**Run 1: the metal 1 layer**

Drawn at 6 px/um. Supply wires on this layer in gray. Cells faint in the background.
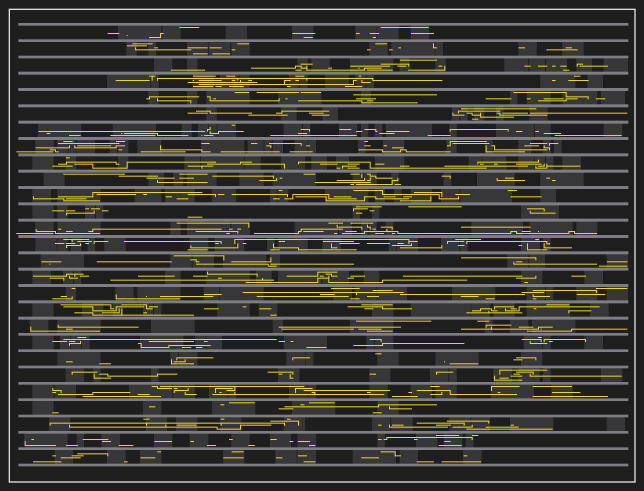
**Run 1: local utilization**

Drawn at 4 px/um. The die is cut into 10 by 8 equal tiles; dark blue is low, red is high, 0 to 100% covered.
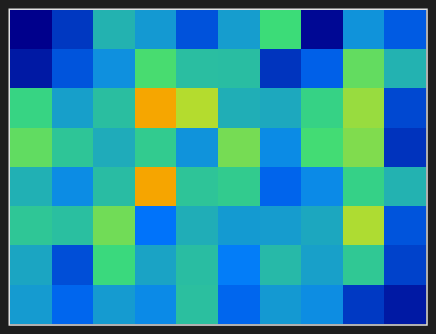
**Run 1: drive-strength map**

Drawn at 4 px/um.
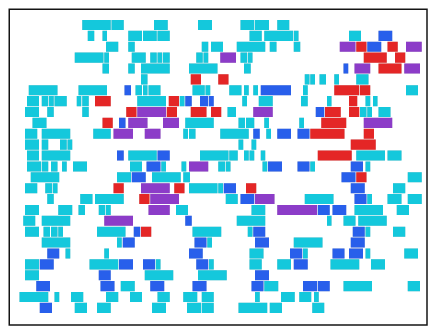
**Run 1: port wiring**

Drawn at 4 px/um.
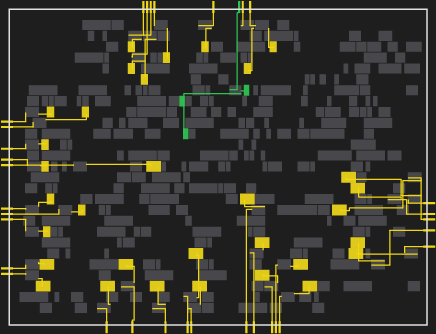
[src/rtl/axis_dest_router.sv]
// axis_dest_router: 1-to-N AXI-Stream packet router (split side of the AXIS switch).
//
// The destination is taken from s_axis_tdest on the first beat of a packet and held
// until tlast. Beats pass through one registered output stage that sustains one beat
// per cycle. Packets whose destination is >= N are accepted and discarded.
//
// Optional build macro: ROUTER_STATS_EN adds a saturating 16-bit drop_count output.
//
// Ports:
//   clk            clock
//   res_n          synchronous active-low reset
//   enable         gates the start of new packets only
//   s_axis_*       input stream (tdata, tdest, tlast, tvalid, tready)
//   m_axis_tdata   output data, shared by all outputs
//   m_axis_tlast   output last flag, shared by all outputs
//   m_axis_tvalid  per-output valid, one-hot or zero
//   m_axis_tready  per-output ready
//   drop_count     dropped packet count (ROUTER_STATS_EN only)

module axis_dest_router #(
    parameter int unsigned N      = 4,
    parameter int unsigned DATA_W = 32,
    parameter int unsigned DEST_W = 2
) (
    input  logic              clk,
    input  logic              res_n,
    input  logic              enable,
    input  logic [DATA_W-1:0] s_axis_tdata,
    input  logic [DEST_W-1:0] s_axis_tdest,
    input  logic              s_axis_tlast,
    input  logic              s_axis_tvalid,
    output logic              s_axis_tready,
    output logic [DATA_W-1:0] m_axis_tdata,
    output logic              m_axis_tlast,
    output logic [N-1:0]      m_axis_tvalid,
    input  logic [N-1:0]      m_axis_tready
`ifdef ROUTER_STATS_EN
    ,
    output logic [15:0]       drop_count
`endif
);

    localparam int unsigned SEL_W = (N > 1) ? $clog2(N) : 1;

    typedef enum logic [1:0] {StIdle, StRoute, StDrop} state_e;

    state_e              state_q, state_d;
    logic                out_vld_q, out_vld_d;
    logic [DATA_W-1:0]   out_data_q, out_data_d;
    logic                out_last_q, out_last_d;
    logic [SEL_W-1:0]    out_sel_q, out_sel_d;
    logic [SEL_W-1:0]    cur_sel_q, cur_sel_d;

    logic                drain;
    logic                can_load;
    logic                accept;
    logic                dest_ok;
    logic [SEL_W-1:0]    dest_sel;

    assign drain    = out_vld_q && m_axis_tready[out_sel_q];
    assign can_load = !out_vld_q || drain;
    assign accept   = s_axis_tvalid && s_axis_tready;
    assign dest_ok  = (32'(s_axis_tdest) < N);
    assign dest_sel = SEL_W'(s_axis_tdest);

    // Ready is held low throughout reset so upstream never sees a phantom handshake.
    always_comb begin
        s_axis_tready = 1'b0;
        if (res_n) begin
            case (state_q)
                StIdle:  s_axis_tready = enable && can_load;
                StRoute: s_axis_tready = can_load;
                StDrop:  s_axis_tready = 1'b1;
                default: s_axis_tready = 1'b0;
            endcase
        end
    end

    always_comb begin
        state_d    = state_q;
        out_vld_d  = out_vld_q;
        out_data_d = out_data_q;
        out_last_d = out_last_q;
        out_sel_d  = out_sel_q;
        cur_sel_d  = cur_sel_q;

        // A load in the same cycle overrides this, keeping out_vld set.
        if (drain) begin
            out_vld_d = 1'b0;
        end

        if (accept) begin
            case (state_q)
                StIdle: begin
                    if (dest_ok) begin
                        out_vld_d  = 1'b1;
                        out_data_d = s_axis_tdata;
                        out_last_d = s_axis_tlast;
                        out_sel_d  = dest_sel;
                        cur_sel_d  = dest_sel;
                        state_d    = s_axis_tlast ? StIdle : StRoute;
                    end else begin
                        state_d    = s_axis_tlast ? StIdle : StDrop;
                    end
                end
                StRoute: begin
                    // tdest on continuation beats is ignored.
                    out_vld_d  = 1'b1;
                    out_data_d = s_axis_tdata;
                    out_last_d = s_axis_tlast;
                    out_sel_d  = cur_sel_q;
                    if (s_axis_tlast) begin
                        state_d = StIdle;
                    end
                end
                StDrop: begin
                    if (s_axis_tlast) begin
                        state_d = StIdle;
                    end
                end
                default: state_d = StIdle;
            endcase
        end
    end

    always_ff @(posedge clk) begin
        if (!res_n) begin
            state_q    <= StIdle;
            out_vld_q  <= 1'b0;
            out_data_q <= '0;
            out_last_q <= 1'b0;
            out_sel_q  <= '0;
            cur_sel_q  <= '0;
        end else begin
            state_q    <= state_d;
            out_vld_q  <= out_vld_d;
            out_data_q <= out_data_d;
            out_last_q <= out_last_d;
            out_sel_q  <= out_sel_d;
            cur_sel_q  <= cur_sel_d;
        end
    end

    assign m_axis_tdata = out_data_q;
    assign m_axis_tlast = out_last_q;

    always_comb begin
        m_axis_tvalid = '0;
        for (int unsigned i = 0; i < N; i++) begin
            m_axis_tvalid[i] = out_vld_q && (out_sel_q == SEL_W'(i));
        end
    end

`ifdef ROUTER_STATS_EN
    logic        drop_first;
    logic [15:0] drop_count_q, drop_count_d;

    assign drop_first = accept && (state_q == StIdle) && !dest_ok;

    always_comb begin
        drop_count_d = drop_count_q;
        if (drop_first && (drop_count_q != 16'hFFFF)) begin
            drop_count_d = drop_count_q + 16'd1;
        end
    end

    always_ff @(posedge clk) begin
        if (!res_n) begin
            drop_count_q <= 16'd0;
        end else begin
            drop_count_q <= drop_count_d;
        end
    end

    assign drop_count = drop_count_q;
`endif

endmodule

[config.mk]
export PLATFORM = sky130hd
export DESIGN_NAME = axis_dest_router
export DESIGN_NICKNAME = d
export VERILOG_FILES = /design/src/rtl/axis_dest_router.sv
export SDC_FILE = /design/constraint.sdc
export NUM_CORES = 1
export LEC_CHECK = 0
export ABC_AREA = 1
export CELL_PAD_IN_SITES_DETAIL_PLACEMENT = 0
export CELL_PAD_IN_SITES_GLOBAL_PLACEMENT = 2
export CORE_ASPECT_RATIO = 0.75
export CORE_UTILIZATION = 23
export CTS_BUF_LIST = sky130_fd_sc_hd__clkbuf_4 sky130_fd_sc_hd__clkbuf_8
export CTS_CLUSTER_SIZE = 8
export DETAILED_ROUTE_END_ITERATION = 6
export GPL_TIMING_DRIVEN = 0
export PLACE_DENSITY_LB_ADDON = 0.1
export RECOVER_POWER = 100
export SLEW_MARGIN = 20
export SYNTH_ARGS = -nofsm -noshare
export SYNTH_HDL_FRONTEND = slang
export SYNTH_SLANG_ARGS = --single-unit
[constraint.sdc]
create_clock -name clk -period 1.6 [get_ports clk]
set_input_delay 0.48 -clock clk [delete_from_list [all_inputs] [get_ports clk]]
set_output_delay 0.48 -clock clk [all_outputs]
set_load 0.03 [all_outputs]
==> flow_metrics.env, run 1 <==
# physical design summary
export IMPL_setup_tns_ps=-586.1
export IMPL_grt_usage_pct=14.08
export IMPL_drv_cap=0
export IMPL_yosys_cells=208
export IMPL_rsz0062_at_grt="yes"
export IMPL_grt_max_degree=12
export IMPL_synthTopCellsByArea="dfxtp_1, nand3_2, nand2_1, a21oi_2, nand3_1"
export IMPL_synth_edff_count=0
export IMPL_die_w_um=104.1
export IMPL_grt_pass1_wl_um=8949
export IMPL_avgSynthCellArea_um2=8.638
export IMPL_critPathMaxFanout=6
export IMPL_slew_viol_final=0
export IMPL_cts_tree="built"
export IMPL_cp_data_required_time_ps=1120
export IMPL_cp_start_kind="register"
export IMPL_core_rowCount=27
export IMPL_synth_async_sr_flop_share_pct=0
export IMPL_critPathCaptureType="primary output"
export IMPL_hp_class="reg -> reg"
export IMPL_setup_slack_ps=-220.7
export IMPL_ys_seq_share_pct=43.45
export IMPL_diodes=0
export IMPL_clock_latency_late_pin_ps=290
export IMPL_power_leakage_nw=1.259
export IMPL_yosysTopAreaCell="dfxtp_1"
export IMPL_setup_viol=5
export IMPL_min_period_ps=1821
export IMPL_fin_crit_sh_pct=113.8
export IMPL_common_cells="nand2_1, dfxtp_1, nand3_2"
export IMPL_stdcell_count=412
export IMPL_root_buffer="clkbuf_8"
export IMPL_first_global_vias=1734
export IMPL_dieArea_um2=8173
export IMPL_die_y_um=78.55
export IMPL_final_core_util_pct=40.86
export IMPL_synth_flop_count=39
export IMPL_ff_type="dfxtp_1"
export IMPL_place_inst=389
export IMPL_holdWs_ps=458.1
export IMPL_ys_warnings_count=0
export IMPL_drt_iter0_markers=52
export IMPL_relSlewSlack_pct=76.33
export IMPL_nets=353
export IMPL_violations="setup timing"
export IMPL_synthCells=208
export IMPL_wl_um=5486
export IMPL_dpl_hpwl_um=3764
export IMPL_synth_area_um2=1797
export IMPL_fp_nets=251
export IMPL_timing_final_hold_violations=0
export IMPL_top_cell="nand2_1"
export IMPL_ys_chip_area_um2=1797
export IMPL_outcome="finished, violations left"
export IMPL_core_region_area_um2=7466
export IMPL_syn2layout_area_growth_pct=69.78
export IMPL_clock_sinks=39
export IMPL_power_density_nw_per_um2=741.3
export IMPL_fin_skew_ps=8.660
export IMPL_routed_wire_length_per_instance_um=13.32
export IMPL_cts_buffer_depth=2
export IMPL_clkSlewWorstSetupHoldPaths_ps=80
export IMPL_num_vias=1749
export IMPL_firstDrtPassIters=4
export IMPL_worstMarginPinSlew_ps=355.0
export IMPL_fp_utilization_pct=24.07
export IMPL_synth_cell_type_count=20
export IMPL_antenna_left=0
export IMPL_antenna_found_initial=0
export IMPL_warning_count=28
export IMPL_remaining_drc_errors=0
export IMPL_top_cell_area_share_pct=43.45
export IMPL_peakVddDrop_mv=0.3946
export IMPL_cts_made_buffers=5
export IMPL_cts_hold_buffers=0
export IMPL_layout_drive_gt1_share_pct=33.44
export IMPL_criticalPathCategory="reg -> out"
export IMPL_num_io_pins=81
export IMPL_grt_overflow=0
export IMPL_fmax_mhz=549.2
export IMPL_cts_htree_levels=2
export IMPL_io_buffers=80
export IMPL_cp_arrival_ps=1340
export IMPL_gp_congestion=0.6596
export IMPL_vias_per_cell=4.245
Back to the opening pictures, 'the metal 1 layer':
share of all routed wire	50%
main direction	horizontal

Back to the opening pictures, 'local utilization':
nearly empty tiles	2.5%
mean over tiles	36%
tiles over 75% full	2.5%

Back to the opening pictures, 'drive-strength map':
color	size	cells	share
red	x3 and x4	30	9.6%
purple	x6 and larger	19	6.1%
cyan	x1 and smaller	207	67%
blue	x2	55	18%

Back to the opening pictures, 'port wiring':
color	port	bits	direction	edge	end cells	buffers	wire
yellow	s_axis_tdata	32	input	10 left, 10 bottom, 7 top, 5 right	32	32	550 um
green	res_n	1	input	top	3	1	48.3 um

-- run 1: cell type report --
cell class	instances	area, um^2
clock inverters	1	5.005
clock buffers	7	83.83
well taps	101	126.4
multi-input cells	146	937.1
repair buffers	96	919.6
inverters	7	36.28
flip-flops and latches	39	789.5
plain buffers	15	152.6
fillers	779	4415
-- run 1: sequential cells by signal, indices dropped and copies added, names as in the netlist --
signal / count
cur_sel_q: 2
out_sel_q: 2
m_axis_tlast: 1
m_axis_tdata: 32
out_vld_q: 1
state_q: 1
-- run 1: critical path, stage by stage (launching register included) --
cell,delay (ps)
dfxtp_4,400
inv_4,70
nand3_1,80
nand2_2,70
nor2_4,140
nor2_4,50
buf_6,110
buf_6,130
-- run 1: metal layers --
layer	vias to the layer above	share of wire, %	global-route usage, %
met1	795	50	18.81
met5	-	0	0
met3	4	6.3	4.568
met2	45	43	21.87
met4	0	0.77	3.429
li1	905	-	-
-- run 1: stage by stage --
step	worst slack (ps)	cell area, um^2	power [mW]
6_report	-220.7	3050	2.261
3_3_place_gp	-1234	2741	1.551
5_1_grt	-275.2	3050	2.381
4_1_cts	-271.4	2993	2.287
3_5_place_dp	-1235	2741	1.549
2_1_floorplan	17.06	1814	1.315
-- run 1: final timing paths --
kind         cells past startpoint  slack [ps]               to             from
min                              2         460  m_axis_tdata[6]  m_axis_tdata[6]
min reg2reg                      2         460  m_axis_tdata[6]  m_axis_tdata[6]
max                              7        -220    s_axis_tready     out_sel_q[1]
max reg2reg                     11          70     m_axis_tlast     out_sel_q[1]
-- run 1: power breakdown --
group,switching (mW),internal (mW)
clock,0.361,0.341
combinational,0.275,0.251
sequential,0.0249,1.01
total,0.662,1.60
-- run 1: cells by family (layout without fill, tap and decap cells) --
kind of cell | Yosys count | in the layout | synth area share [%]
AOI/OAI and AO/OA | 38 | 38 | 14.76
buffers and inverters | 23 | 126 | 8.844
DFF | 39 | 39 | 43.45
and+or+nand+nor | 108 | 108 | 32.94
-- run 1: what timing repair did --
| item | 4_1_cts | 5_1_grt |
|---|---|---|
| pin swaps | 9 | 5 |
| resized | 98 | 15 |
| endpoints found under the setup margin | 77 | 38 |
| setup buffers | 14 | 4 |
| gates cloned | 1 | 0 |
-- run 1: cell usage in the layout, fill, tap and decap left out, drive strengths merged --
cell type       n
dlymetal6s2s    1
nand4           3
clkinv          1
dlygate4sd2    39
nor3            4
nand3          41
clkbuf         12
nor2            4
buf            31
dfxtp          39
inv             7
a21oi          38
clkdlybuf4s50  35
nand2          56
==> inputs of run 2 (changes only) <==
--- a/config.mk
+++ b/config.mk
@@ -9,6 +9,7 @@
 export CELL_PAD_IN_SITES_DETAIL_PLACEMENT = 0
 export CELL_PAD_IN_SITES_GLOBAL_PLACEMENT = 2
 export CORE_ASPECT_RATIO = 0.75
+export CORE_MARGIN = 2
 export CORE_UTILIZATION = 23
 export CTS_BUF_LIST = sky130_fd_sc_hd__clkbuf_4 sky130_fd_sc_hd__clkbuf_8
 export CTS_CLUSTER_SIZE = 8
==> run 2 against run 1 <==
The run still ends with setup timing left. Critical path depth stayed put. Synthesized cell count stayed put. Clock-buffer cell count down 1. First-iteration DRC count decreased by 31%. Total power is 5.6% higher. Routed wire length is 3.5% lower. Critical endpoint unchanged. Largest cell class unchanged. Highest routed layer unchanged.
==> flow_metrics.env, run 2 <==
# physical design summary
export IMPL_outcome="finished, violations left"
export IMPL_violations="setup timing"
export IMPL_ys_seq_share_pct=43.45
export IMPL_synthTopCellsByArea="dfxtp_1, nand3_2, nand2_1, a21oi_2, nand3_1"
export IMPL_cts_hold_buffers=0
export IMPL_peakVddDrop_mv=0.3403
export IMPL_p_total_mw=2.387
export IMPL_avgSynthCellArea_um2=8.638
export IMPL_io_buffers=80
export IMPL_yosysTopAreaCell="dfxtp_1"
export IMPL_critPathMaxFanout=6
export IMPL_criticalPathCategory="reg -> out"
export IMPL_critPathCaptureType="primary output"
export IMPL_stdcell_area_um2=2959
export IMPL_root_buffer="clkbuf_8"
export IMPL_antenna_found_initial=0
export IMPL_hp_class="reg -> reg"
export IMPL_relSlewSlack_pct=77.34
export IMPL_clock_latency_late_pin_ps=280
export IMPL_drt_iter0_markers=36
export IMPL_grt_usage_pct=13.02
export IMPL_grt_max_degree=13
export IMPL_firstDrtPassIters=4
export IMPL_syn2layout_area_growth_pct=64.69
export IMPL_num_fill_cells=794
export IMPL_fin_skew_ps=4.689
export IMPL_holdWs_ps=458.1
export IMPL_dieArea_um2=8542
export IMPL_cp_arrival_ps=1350
export IMPL_synth_async_sr_flop_share_pct=0
export IMPL_ys_chip_area_um2=1797
export IMPL_fmax_mhz=545.1
export IMPL_core_rowCount=27
export IMPL_power_density_nw_per_um2=806.6
export IMPL_core_region_area_um2=7466
export IMPL_num_io_pins=81
export IMPL_vias_per_cell=4.201
export IMPL_synthCells=208
export IMPL_stdcell_count=407
export IMPL_cp_cell_sequence="buf_6 > nand3_2 > nand2_2 > nor2_4 > nor2_4 > buf_6 > buf_6"
export IMPL_power_leakage_nw=1.212
export IMPL_ff_type="dfxtp_1"
export IMPL_nets=348
export IMPL_setup_tns_ps=-452.1
export IMPL_worstMarginPinSlew_ps=339.9
export IMPL_placed_cell_area_um2=2741
export IMPL_final_common_cell="nand2_1"
export IMPL_first_global_vias=1683
export IMPL_cts_made_buffers=5
export IMPL_dpl_hpwl_um=3792
export IMPL_ys_sh_xor_pct=0
export IMPL_layout_drive_gt1_share_pct=32.03
export IMPL_synth_flop_count=39
export IMPL_ys_sh_adder_pct=0
export IMPL_rsz0062_at_grt="yes"
export IMPL_setup_viol=4
export IMPL_slew_viol_final=0
export IMPL_grt_pass1_wl_um=8700
export IMPL_layout_top_cells="nand2_1, dlygate4sd2_1, dfxtp_1"
export IMPL_grt_overflow=0
export IMPL_topCombFamilyByArea="simple AND/OR/NAND/NOR gates"
export IMPL_place_inst=389
export IMPL_wl_um=5296
export IMPL_timing_final_hold_violations=0
export IMPL_cts_htree_levels=2
export IMPL_synth_area_um2=1797
export IMPL_fin_crit_sh_pct=114.7
export IMPL_ys_warnings_count=0
export IMPL_cp_data_required_time_ps=1120
export IMPL_slowest_stage="dfxtp_4"
export IMPL_diodes=0
export IMPL_cp_common_cell="buf_6"
export IMPL_synth_cell_type_count=20
export IMPL_top_cell="nand2_1"
export IMPL_warning_count=28
export IMPL_compound_area_share_pct=14.76
export IMPL_min_period_ps=1834
export IMPL_muxShareOfSynthArea_pct=0
export IMPL_cp_start_kind="register"
export IMPL_largest_reg_flops=32
export IMPL_fp_utilization_pct=24.07
export IMPL_cts_buffer_depth=2
export IMPL_clkSlewWorstSetupHoldPaths_ps=80
export IMPL_setup_slack_ps=-234.5
export IMPL_die_y_um=80.55
==> run 2: cell count changes in the layout (fill, tap and decap cells not counted), sizes merged <==
cell / previous run / this run
inv: 7 / 6
dlygate4sd2: 39 / 38
clkinv: 1 / 2
buf: 31 / 27
clkdlybuf4s15: 0 / 1
bufinv: 0 / 1
clkbuf: 12 / 10
==> run 2: path summary, 6_finish.rpt <==
kind,from,end,slack [ps],depth (start not counted)
setup / recovery,out_sel_q[0],s_axis_tready,-230,7
hold / removal,m_axis_tdata[5],m_axis_tdata[5],460,2
setup reg to reg,out_sel_q[0],out_sel_q[1],70,10
hold reg to reg,m_axis_tdata[5],m_axis_tdata[5],460,2
==> run 2: cell families after synthesis <==
group | Yosys count
and+or+nand+nor | 108
DFF | 39
AOI/OAI and AO/OA | 38
buffers and inverters | 23
==> run 2: power by group <==
| part | switching (mW) | leakage (nW) | internal (mW) | total [mW] |
|---|---|---|---|---|
| combinational | 0.266 | 0.831 | 0.230 | 0.497 |
| clock | 0.353 | 0.0612 | 0.505 | 0.858 |
| sequential | 0.0237 | 0.319 | 1.01 | 1.03 |
| total | 0.644 | 1.21 | 1.74 | 2.39 |
==> run 2: critical path, delay by kind of cell (launching register included) <==
| family | cells | cell delay [ps] |
|---|---|---|
| and+or+nand+nor | 4 | 330 |
| buffers and inverters | 3 | 360 |
| DFF | 1 | 380 |
==> run 2: timing repair <==
item,CTS,global route
buffers inserted,6,5
pin swaps,9,4
endpoints found under the hold margin,0,0
setup endpoints to repair,77,41
gates resized,93,11
==> run 2: per-layer routing <==
metal  vias up  track usage [%]  share of wire, %
li1        888                -                 -
met1       772            17.62                51
met2        45            19.94                43
met3         5            4.383               6.1
met4         0            3.158              0.79
met5         -                0                 0
==> run 2: through the flow <==
step / setup WS [ps] / util (%)
after floorplan: 17.06 / -
after global placement: -1253 / 36.72
after detailed placement: -1255 / 36.72
after CTS: -317.7 / 38.91
after global routing: -300.4 / 39.63
final: -234.5 / 39.63
==> run 2: final cells by class <==
class | instances | area, um^2 | area share, %
Tap cell | 101 | 126.4 | 4.271
Sequential cell | 39 | 789.5 | 26.68
Clock buffer | 6 | 82.58 | 2.791
Inverter | 7 | 33.78 | 1.142
Buffer | 15 | 147.6 | 4.989
Multi-Input combinational cell | 146 | 910.9 | 30.78
Timing Repair Buffer | 91 | 833.3 | 28.16
Clock inverter | 2 | 35.03 | 1.184
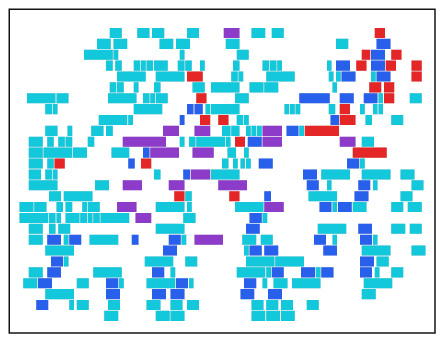
**Above:** run 2 (drive-strength map).
Drawn at 4 px/um.
color	size	cells	share
red	x3 and x4	23	7.5%
purple	x6 and larger	17	5.6%
cyan	x1 and smaller	208	68%
blue	x2	58	19%

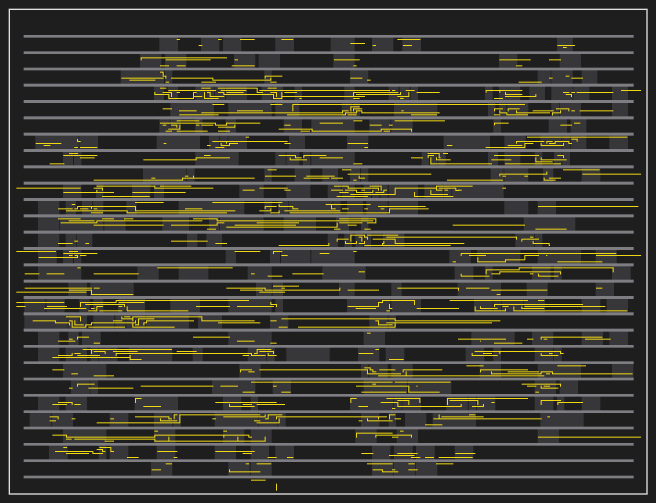
**Above:** run 2 (the metal 1 layer).
Drawn at 6 px/um. Supply wires on this layer in gray. Cells faint in the background.
wire length on this layer	2,680 um
share of all routed wire	51%
nets with wire on the layer	310
longest straight run	38.6 um
main direction	horizontal

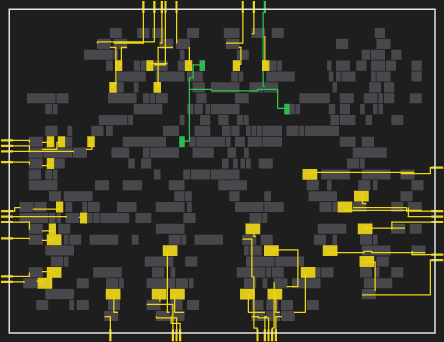
**Above:** run 2 (port wiring).
Drawn at 4 px/um.
color	port	bits	direction	edge	end cells	buffers	wire
green	res_n	1	input	top	3	1	73.8 um
yellow	s_axis_tdata	32	input	10 left, 9 bottom, 7 top, 6 right	32	32	582 um

==> inputs of run 3 (changes only) <==
--- a/config.mk
+++ b/config.mk
@@ -8,7 +8,6 @@
 export ABC_AREA = 1
 export CELL_PAD_IN_SITES_DETAIL_PLACEMENT = 0
 export CELL_PAD_IN_SITES_GLOBAL_PLACEMENT = 2
-export CORE_ASPECT_RATIO = 0.75
 export CORE_MARGIN = 2
 export CORE_UTILIZATION = 23
 export CTS_BUF_LIST = sky130_fd_sc_hd__clkbuf_4 sky130_fd_sc_hd__clkbuf_8
==> run 3 against run 2 <==
The flow still finishes with violations (setup timing). Utilization fell by 0.84 points. Synthesized cell count is the same. Combinational power hardly changed. Clock-buffer cell count is 2 higher. Sequential share of layout area is 0.068 points lower. Register-to-register slack is essentially flat. Global-route usage is 0.061 points higher. Via count grew 2.0%. Largest cell class unchanged. Largest power group unchanged.
==> flow_metrics.env, run 3 <==
# physical design summary
export IMPL_gp_congestion=0.6770
export IMPL_synth_cell_type_count=20
export IMPL_dpl_hpwl_um=3749
export IMPL_root_buffer="clkbuf_8"
export IMPL_io_buffers=80
export IMPL_drv_cap=0
export IMPL_crit_family="flip-flops"
export IMPL_slowest_stage="dfxtp_4"
export IMPL_drt_iter0_markers=44
export IMPL_ys_chip_area_um2=1797
export IMPL_synth_area_um2=1797
export IMPL_fp_nets=251
export IMPL_grt_usage_pct=13.09
export IMPL_critPathCaptureType="primary output"
export IMPL_setup_viol=4
export IMPL_avgSynthCellArea_um2=8.638
export IMPL_clock_latency_late_pin_ps=290
export IMPL_fin_skew_ps=4.323
export IMPL_ys_seq_share_pct=43.45
export IMPL_min_period_ps=1843
export IMPL_power_density_nw_per_um2=770.5
export IMPL_remaining_drc_errors=0
export IMPL_diodes=0
export IMPL_common_cells="nand2_1, dfxtp_1, nand3_2"
export IMPL_cts_made_buffers=5
export IMPL_fin_crit_sh_pct=115.2
export IMPL_synthCells=208
export IMPL_top_cell="nand2_1"
export IMPL_cp_data_required_time_ps=1120
export IMPL_worstMarginPinSlew_ps=329.4
export IMPL_fmax_mhz=542.7
export IMPL_r2r_slack_ps=70
export IMPL_criticalPathCategory="reg -> out"
export IMPL_routed_wire_length_per_instance_um=13.30
export IMPL_relSlewSlack_pct=78.04
export IMPL_cts_hold_buffers=0
export IMPL_vias_per_cell=4.296
export IMPL_num_vias=1744
export IMPL_violations="setup timing"
export IMPL_cts_buffer_depth=2
export IMPL_crit_buf_inv=3
export IMPL_cts_htree_levels=2
export IMPL_grt_pass1_wl_um=8838
export IMPL_num_io_pins=81
export IMPL_cp_cell_sequence="buf_6 > nand3_2 > nand2_2 > nor2_4 > nor2_4 > buf_6 > buf_6"
export IMPL_antenna_found_initial=0
export IMPL_synth_edff_count=0
export IMPL_outcome="finished, violations left"
export IMPL_cp_arrival_ps=1360
export IMPL_fp_utilization_pct=23.49
export IMPL_synth_async_sr_flop_share_pct=0
export IMPL_holdWs_ps=456.2
export IMPL_clock_sinks=39
export IMPL_cts_tree="built"
export IMPL_yosysTopAreaCell="dfxtp_1"
export IMPL_dieArea_um2=8535
export IMPL_ff_type="dfxtp_1"
export IMPL_slowest_delay_ps=380
export IMPL_die_w_um=92.39
export IMPL_final_common_cell="nand2_1"
export IMPL_synthTopCellsByArea="dfxtp_1, nand3_2, nand2_1, a21oi_2, nand3_1"
export IMPL_wl_um=5399
export IMPL_grt_overflow=0
export IMPL_rsz0062_at_grt="yes"
export IMPL_warning_count=28
export IMPL_grt_max_degree=12
export IMPL_synth_flop_count=39
export IMPL_nets=346
export IMPL_cp_common_cell="buf_6"
export IMPL_critPathMaxFanout=4
export IMPL_setup_slack_ps=-242.7
export IMPL_slew_viol_final=0
export IMPL_peakVddDrop_mv=0.4058
export IMPL_clkSlewWorstSetupHoldPaths_ps=70
export IMPL_timing_final_hold_violations=0
export IMPL_core_rowCount=32
export IMPL_largest_reg_flops=32
export IMPL_ys_warnings_count=0
export IMPL_cp_start_kind="register"
export IMPL_layout_drive_gt1_share_pct=32.24
export IMPL_antenna_left=0
export IMPL_yosys_cells=208
export IMPL_first_global_vias=1789
export IMPL_die_y_um=92.39
export IMPL_top_cell_area_share_pct=43.45
export IMPL_power_leakage_nw=1.209
export IMPL_syn2layout_area_growth_pct=65.11
export IMPL_firstDrtPassIters=4
run 3: cell types whose count changed in the layout (fill, tap and decap cells not counted), moves of 2 or more:
cell and delta:
buf_4 -6, buf_6 +2, clkbuf_4 +2, inv_2 +2
run 3: power breakdown:
part | total (mW) | internal, mW | switching, mW
Combinational | 0.498 | 0.229 | 0.269
Sequential | 1.03 | 1.01 | 0.0233
Clock | 0.756 | 0.411 | 0.346
Total | 2.29 | 1.65 | 0.638
run 3: metal layers:
layer	vias up	GRT usage, %	wire length (um)
met4	0	4.104	72
met2	53	22.08	2581
met1	800	16.32	2425
met3	6	3.336	319
met5	-	0	0
li1	885	-	-
run 3: timing repair:
action                     4_1_cts  5_1_grt
cloned                           0        0
setup endpoints to repair       77       40
setup buffers                    6        3
pin swaps                        9        4
resized                         95       15
run 3: path summary, 6_finish.rpt:
check | depth (start not counted) | to | startpoint
hold / removal | 2 | m_axis_tdata[2] | m_axis_tdata[2]
setup reg to reg | 10 | m_axis_tdata[21] | out_sel_q[0]
setup / recovery | 7 | s_axis_tready | out_sel_q[0]
hold reg to reg | 2 | m_axis_tdata[2] | m_axis_tdata[2]
run 3: kinds of logic (layout without fill, tap and decap cells):
kind of cell / Yosys count / count (layout) / synth area share, %
AND-OR/OR-AND: 38 / 38 / 14.76
AND/OR/NAND/NOR: 108 / 108 / 32.94
flip-flops: 39 / 39 / 43.45
buffers and inverters: 23 / 119 / 8.844
run 3: per-stage QoR:
| stage | TNS, ps | instances | area [um^2] | power (mW) | worst slack, ps |
|---|---|---|---|---|---|
| after floorplan | 0 | 208 | 1814 | 1.315 | 17.06 |
| after global placement | -25370 | 390 | 2743 | 1.550 | -1204 |
| after detailed placement | -24950 | 390 | 2743 | 1.548 | -1186 |
| after CTS | -502.6 | 404 | 2909 | 2.327 | -314.6 |
| after global routing | -942.9 | 406 | 2967 | 2.404 | -305.3 |
| final | -291.7 | 406 | 2967 | 2.286 | -242.7 |
run 3: area by class of cell:
| class | count | area (um^2) |
|---|---|---|
| Timing Repair Buffer | 89 | 828.3 |
| Fill cell | 826 | 4681 |
| Clock buffer | 8 | 103.9 |
| Sequential cell | 39 | 789.5 |
| Tap cell | 102 | 127.6 |
| Buffer | 15 | 156.4 |
| Multi-Input combinational cell | 146 | 922.1 |
| Inverter | 7 | 38.79 |
run 3: worst reg2reg max path, delay by kind of cell, from the launching register on:
kind	cells	cell delay [ps]
flops	1	400
buf+inv	4	570
simple gates	5	370
compound gates	1	130
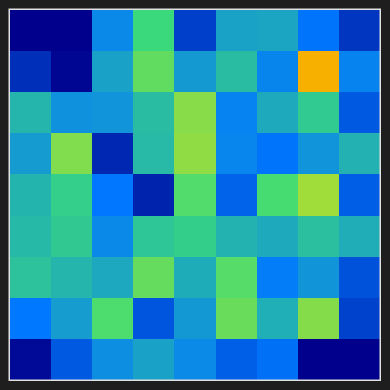
**Above:** run 3 (local utilization).
Drawn at 4 px/um. The die is cut into 9 by 9 equal tiles; dark blue is low, red is high, 0 to 100% covered.
emptiest ninth of the die	upper left
mean over tiles	33%
nearly empty tiles	6.2%
fullest tile	80%

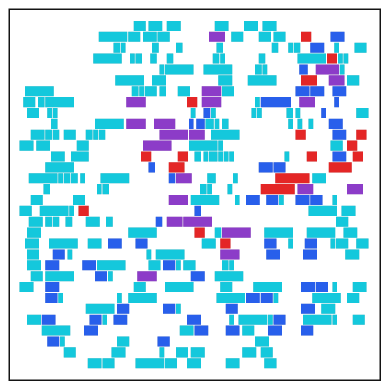
**Above:** run 3 (drive-strength map).
Drawn at 4 px/um.
color	size	cells	share
purple	x6 and larger	21	6.9%
cyan	x1 and smaller	206	68%
red	x3 and x4	18	5.9%
blue	x2	59	19%

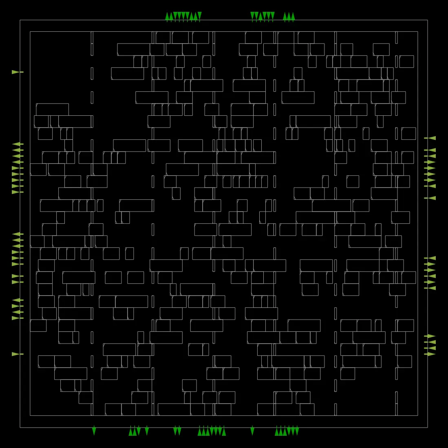
**Above:** run 3 (cell placement).
Tap Cells: 102
Seq cells: 39
final core utilization: 38.79%
core area: 7647 um^2

Power figures rest on the tool's default switching activity, not on a simulated workload.
